**Cells coloured by class**

The bar under the picture is 100 um long.
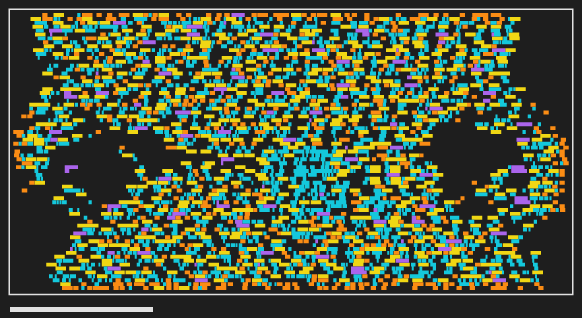
**Wiring by layer**

The bar under the picture is 100 um long. Two of the layers only.
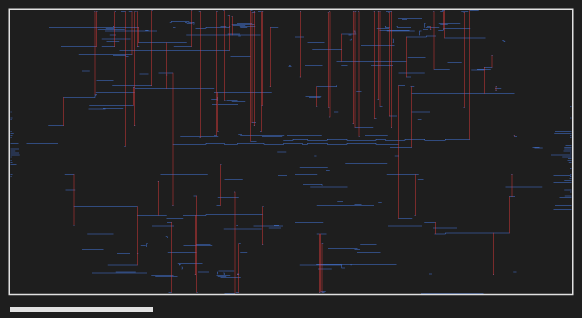
$ cat config.mk
export PLATFORM = sky130hd
export DESIGN_NAME = br_pre_data_rd_ctrl
export DESIGN_NICKNAME = d
export VERILOG_FILES = /design/src/rtl/br_pre_data_rd_ctrl_pkg.sv /design/src/rtl/br_pre_data_rd_ctrl_skid2.sv /design/src/rtl/br_pre_data_rd_ctrl.sv
export SDC_FILE = /design/constraint.sdc
export NUM_CORES = 2
export LEC_CHECK = 0
export CORE_ASPECT_RATIO = 0.5
export CORE_MARGIN = 2
export CORE_UTILIZATION = 35
export DETAILED_ROUTE_END_ITERATION = 8
export GPL_ROUTABILITY_DRIVEN = 0
export MAX_ROUTING_LAYER = met4
export SLEW_MARGIN = 15
export SYNTH_ARGS = -nofsm -noshare
export SYNTH_HDL_FRONTEND = slang
export SYNTH_SLANG_ARGS = --single-unit
export TNS_END_PERCENT = 50
$ cat constraint.sdc
create_clock -name clk -period 6.9 [get_ports clk]
set_input_delay 2.07 -clock clk [delete_from_list [all_inputs] [get_ports clk]]
set_output_delay 2.07 -clock clk [all_outputs]
set_load 0.005 [all_outputs]
$ cat src/rtl/br_pre_data_rd_ctrl_pkg.sv
// Shared types and constants for the pre-data FIFO read controller.
// Frame length in bytes maps to a 12-bit word count and a last-word byte modulo.
package br_pre_pkg;

  localparam int WORD_BYTES = 32;
  localparam int MOD_W      = 5;
  localparam int WCNT_W     = 12;
  localparam int DATA_W     = 256;
  localparam int LEN_W      = 16;

  typedef enum logic [1:0] {
    IDLE = 2'd0,
    DESC = 2'd1,
    XFER = 2'd2
  } state_t;

  typedef struct packed {
    logic [DATA_W-1:0] data;
    logic              sop;
    logic              eop;
    logic [MOD_W-1:0]  mod;
  } word_t;

  // ceil(len/32); the 17-bit sum keeps len=65535 from wrapping.
  function automatic logic [WCNT_W-1:0] len_to_words(input logic [LEN_W-1:0] len);
    logic [LEN_W:0] sum;
    sum = {1'b0, len} + (LEN_W+1)'(WORD_BYTES - 1);
    return sum[LEN_W:5];
  endfunction

endpackage

$ cat src/rtl/br_pre_data_rd_ctrl_skid2.sv
// Two-entry in-order buffer of tagged stream words; head is entry 0.
// Push and pop in the same cycle are allowed; the producer never pushes when full.
module br_skid2
  import br_pre_pkg::*;
(
  input  logic       clk,
  input  logic       reset_,
  input  logic       push,
  input  word_t      push_word,
  input  logic       pop,
  output word_t      head,
  output logic [1:0] buf_cnt
);

  word_t      e0;
  word_t      e1;
  logic [1:0] cnt;

  always_ff @(posedge clk) begin
    if (!reset_) begin
      cnt <= 2'd0;
      e0  <= '0;
      e1  <= '0;
    end else begin
      case ({push, pop})
        2'b10: begin
          if (cnt == 2'd0) e0 <= push_word;
          else             e1 <= push_word;
          cnt <= cnt + 2'd1;
        end
        2'b01: begin
          e0  <= e1;
          cnt <= cnt - 2'd1;
        end
        2'b11: begin
          // Count is unchanged; new word lands behind whatever remains.
          if (cnt == 2'd2) begin
            e0 <= e1;
            e1 <= push_word;
          end else begin
            e0 <= push_word;
          end
        end
        default: ;
      endcase
    end
  end

  assign head    = e0;
  assign buf_cnt = cnt;

endmodule

$ cat src/rtl/br_pre_data_rd_ctrl.sv
// Pops a frame-length descriptor, drains ceil(len/32) words from the pre-data FIFO
// and emits them as a tagged stream. out_valid/out_ready: a word moves on any cycle both are high.
module br_pre_data_rd_ctrl
  import br_pre_pkg::state_t;
  import br_pre_pkg::word_t;
  import br_pre_pkg::IDLE;
  import br_pre_pkg::DESC;
  import br_pre_pkg::XFER;
  import br_pre_pkg::len_to_words;
#(
  parameter int WIDTH = 256,
  parameter int LEN_W = 16,
  parameter int MOD_W = 5
) (
  input  logic             clk,
  input  logic             reset_,
  input  logic [LEN_W-1:0] desc_q,
  input  logic             desc_empty,
  output logic             desc_rdreq,
  input  logic [WIDTH-1:0] fifo_q,
  input  logic             fifo_empty,
  output logic             fifo_rdreq,
  output logic [WIDTH-1:0] out_data,
  output logic             out_valid,
  output logic             out_sop,
  output logic             out_eop,
  output logic [MOD_W-1:0] out_mod,
  input  logic             out_ready,
  output logic             len_err,
  output logic [31:0]      frm_cnt,
  output state_t           dbg_state
);

  state_t     state;
  state_t     state_nxt;
  logic [11:0] words;
  logic [11:0] iss;
  logic [MOD_W-1:0] mod_r;
  logic       inflight;
  logic       tag_sop;
  logic       tag_eop;
  logic [MOD_W-1:0] tag_mod;
  logic       rd;
  logic       pop;
  logic [2:0] occ;
  logic [1:0] buf_cnt;
  word_t      head;
  word_t      push_word;

  assign pop = out_valid & out_ready;

  always_comb begin
    state_nxt  = state;
    desc_rdreq = 1'b0;
    rd         = 1'b0;
    occ        = {1'b0, buf_cnt} + {2'b00, inflight};
    case (state)
      IDLE: begin
        if (!desc_empty) begin
          desc_rdreq = 1'b1;
          state_nxt  = DESC;
        end
      end
      DESC: begin
        state_nxt = (desc_q == '0) ? IDLE : XFER;
      end
      XFER: begin
        // Buffered plus in-flight words, less this cycle's pop, must leave room.
        if (!fifo_empty && (iss < words) && (occ < (3'd2 + {2'b00, pop}))) begin
          rd = 1'b1;
          if (iss == words - 12'd1) state_nxt = IDLE;
        end
      end
      default: state_nxt = IDLE;
    endcase
  end

  assign fifo_rdreq = rd;

  always_ff @(posedge clk) begin
    if (!reset_) begin
      state    <= IDLE;
      words    <= '0;
      iss      <= '0;
      mod_r    <= '0;
      inflight <= 1'b0;
      tag_sop  <= 1'b0;
      tag_eop  <= 1'b0;
      tag_mod  <= '0;
      len_err  <= 1'b0;
      frm_cnt  <= '0;
    end else begin
      state    <= state_nxt;
      inflight <= rd;
      len_err  <= (state == DESC) && (desc_q == '0);
      if (state == DESC) begin
        words <= len_to_words(desc_q);
        mod_r <= desc_q[MOD_W-1:0];
        iss   <= '0;
      end else if (rd) begin
        iss <= iss + 12'd1;
      end
      // Tags ride alongside the read and meet fifo_q one cycle later.
      if (rd) begin
        tag_sop <= (iss == 12'd0);
        tag_eop <= (iss == words - 12'd1);
        tag_mod <= (iss == words - 12'd1) ? mod_r : '0;
      end
      if (pop && head.eop) frm_cnt <= frm_cnt + 32'd1;
    end
  end

  always_comb begin
    push_word      = '0;
    push_word.data = fifo_q;
    push_word.sop  = tag_sop;
    push_word.eop  = tag_eop;
    push_word.mod  = tag_mod;
  end

  br_skid2 u_skid (
    .clk       (clk),
    .reset_    (reset_),
    .push      (inflight),
    .push_word (push_word),
    .pop       (pop),
    .head      (head),
    .buf_cnt   (buf_cnt)
  );

  // Outputs are forced to zero when nothing is buffered so stale entries never leak.
  assign out_valid = (buf_cnt != 2'd0);
  assign out_data  = out_valid ? head.data : '0;
  assign out_sop   = out_valid & head.sop;
  assign out_eop   = out_valid & head.eop;
  assign out_mod   = out_valid ? head.mod : '0;
  assign dbg_state = state;

endmodule
==> flow_summary.toml <==
# synthesis and place-and-route metrics
[worst_setup_path]
crit_chain = "clkdlybuf4s50_1 -> o21ai_1 -> o21ai_1 -> o211ai_1 -> nor4b_2 -> clkdlybuf4s50_1"
r2r-start = "u_skid.buf_cnt[0]$_SDFFE_PN0P_"
worstPathRequired_ns = 4.83
cp_max_fo = 4
worst_setup_path_start_kind = "input pin"
r2r-end = "u_skid.head[162]$_SDFFE_PN0P_"
reg2reg_depth = 7
startpoint = "out_ready"

[timing]
slew_violations = 0
relSlewSlack_pct = 26.8
final_hold_viol_count = 0

[global_routing]
grt_pass1_vias = 22200
grt_antenna_before_repair = 19
grt_overflow = 0
grt_max_degree = 250
grt_pass1_wl_um = 135000
gr-usage-met1_pct = 26.8
use_met2_pct = 38.5
top_usage_layer = "met2"

[place]
dpl.hpwl_um = 55100

[floorplan]
die_area_um2 = 77600
fp-utilization_pct = 35.2
core_area_um2 = 74800

[power]
irDropWorstVdd_mv = 0.188
power_density_nw_per_um2 = 223
p_comb_share_pct = 8.6
p_sw_mw = 1.86

[run]
tool_warnings = 53
drv_cap = 0

[clock_tree]
cts_buffers = 58
post_cts_buffers = 0

[hold_path]
worstHoldEndpoint = "u_skid.e1[34]$_SDFFE_PN0P_"

[synthesis]
ff_type = "dfxtp_1"
netlist-cell-type-count = 51
avgSynthCellArea_um2 = 8.56
ys_chip_area_um2 = 26300
ys_seq_share_pct = 45.6

[detailed_routing]
dr.pass1.iters = 5
ant_nets = 0
via_per_inst = 5.19
drc = 0

[outcome]
status = "finished, final reports clean"

[final_layout]
mostFrequentLayoutCell = "dfxtp_1"
final_nets = 3771
Notes on 'cells coloured by class' above:
colour	class	cells	share of their area
yellow	sequential cells	600	36%
purple	clock drivers and dummy loads	110	6.2%
cyan	combinational and other logic	2204	40%
orange	remaining buffers and delay cells	609	18%
sequential share of cell area: 34.4%
FP Rows: 71

Notes on 'wiring by layer' above:
colour	layer	wire length
blue	metal 3	3310 um
red	metal 4	3200 um
DR vias: 23700
Routed WL per cell: 19.4 um
GRT Overall Usage: 22.5%
Routed WL: 88600 um

==> tightest hold or removal path: stages, from the launching register on <==
cell and delay, ns:
dfxtp_1 0.31, nand2_1 0.05, a21boi_1 0.05
==> per-stage QoR <==
step / hold WS (ns) / total power [mW] / util (%) / setup WS [ns] / instances
finish: 0.451 / 7.78 / 46.7 / 0.731 / 4565
global route: 0.465 / 8.09 / 46.7 / 0.632 / 4564
CTS: 0.453 / 7.88 / 46.6 / 0.725 / 4545
detailed placement: 0.445 / 4.35 / 43.9 / 0.740 / 4435
global placement: 0.440 / 4.34 / 43.9 / 0.744 / 4435
floorplan: 0.426 / 4.03 / - / 1.52 / 3078
==> power by group through the flow <==
stage	clock [mW]	sequential, mW	combinational [mW]
2_1_floorplan	0	3.67	0.366
3_3_place_gp	0	3.68	0.666
3_5_place_dp	0	3.68	0.672
4_1_cts	3.60	3.60	0.674
5_1_grt	3.74	3.61	0.736
6_report	3.50	3.60	0.670
==> Yosys cell counts, types with 11 or more instances <==
| cell type | instances | share of area, % |
|---|---|---|
| a221oi_1 | 263 | 8.7 |
| nand2_1 | 550 | 7.8 |
| nand4_1 | 19 | 0.45 |
| buf_1 | 26 | 0.37 |
| xor2_1 | 27 | 0.90 |
| nand3_1 | 22 | 0.42 |
| a21boi_1 | 271 | 7.7 |
| nor3b_1 | 263 | 7.5 |
| inv_1 | 29 | 0.41 |
| dfxtp_1 | 600 | 46 |
| ha_1 | 21 | 1.0 |
| nor2_1 | 287 | 4.1 |
| clkbuf_1 | 246 | 3.5 |
| o22ai_1 | 11 | 0.26 |
| and2_1 | 293 | 7.0 |
| xnor2_1 | 36 | 1.2 |
==> layer usage <==
metal	vias up	routed length, um
met5	-	0
met4	0	3200
met3	159	3310
met2	524	45600
met1	11600	36500
li1	11400	-
==> cell type report <==
class / count / share of cell area, %
multi-input combinational: 2172 / 37.9
sequential: 600 / 34.4
timing repair buffer: 609 / 17.7
clock buffer: 78 / 4.74
tap: 1022 / 3.66
clock inverter: 32 / 1.20
inverter: 32 / 0.358
antenna: 20 / 0.143
==> cell families (layout without fill, tap and decap cells) <==
group	Yosys count	count (layout)	share of synthesized area [%]
xor+xnor	63	63	2.09
simple gates	1491	1491	28.8
fa+ha+maj	21	21	0.997
other cells	0	20	0
mux	2	2	0.0760
buf+inv	306	751	4.37
flops	600	600	45.6
compound gates	595	595	18.1
==> registers in the layout (all words and copies together) (netlist names), 2 cells and up <==
| signal | count |
|---|---|
| u_skid.e1 | 263 |
| u_skid.head | 263 |
| frm_cnt | 32 |
| iss | 12 |
| words | 12 |
| mod_r | 5 |
| tag_mod | 5 |
| dbg_state | 2 |
| u_skid.buf_cnt | 2 |
==> worst max-delay path by stage <==
stage / end / cells past startpoint / slack (ns)
6_report: fifo_rdreq / 6 / 0.73
3_3_place_gp: fifo_rdreq / 6 / 0.74
4_1_cts: fifo_rdreq / 6 / 0.73
2_1_floorplan: fifo_rdreq / 5 / 1.52
5_1_grt: fifo_rdreq / 6 / 0.63
3_5_place_dp: fifo_rdreq / 6 / 0.74
Power is estimated from default activity; no workload was simulated.
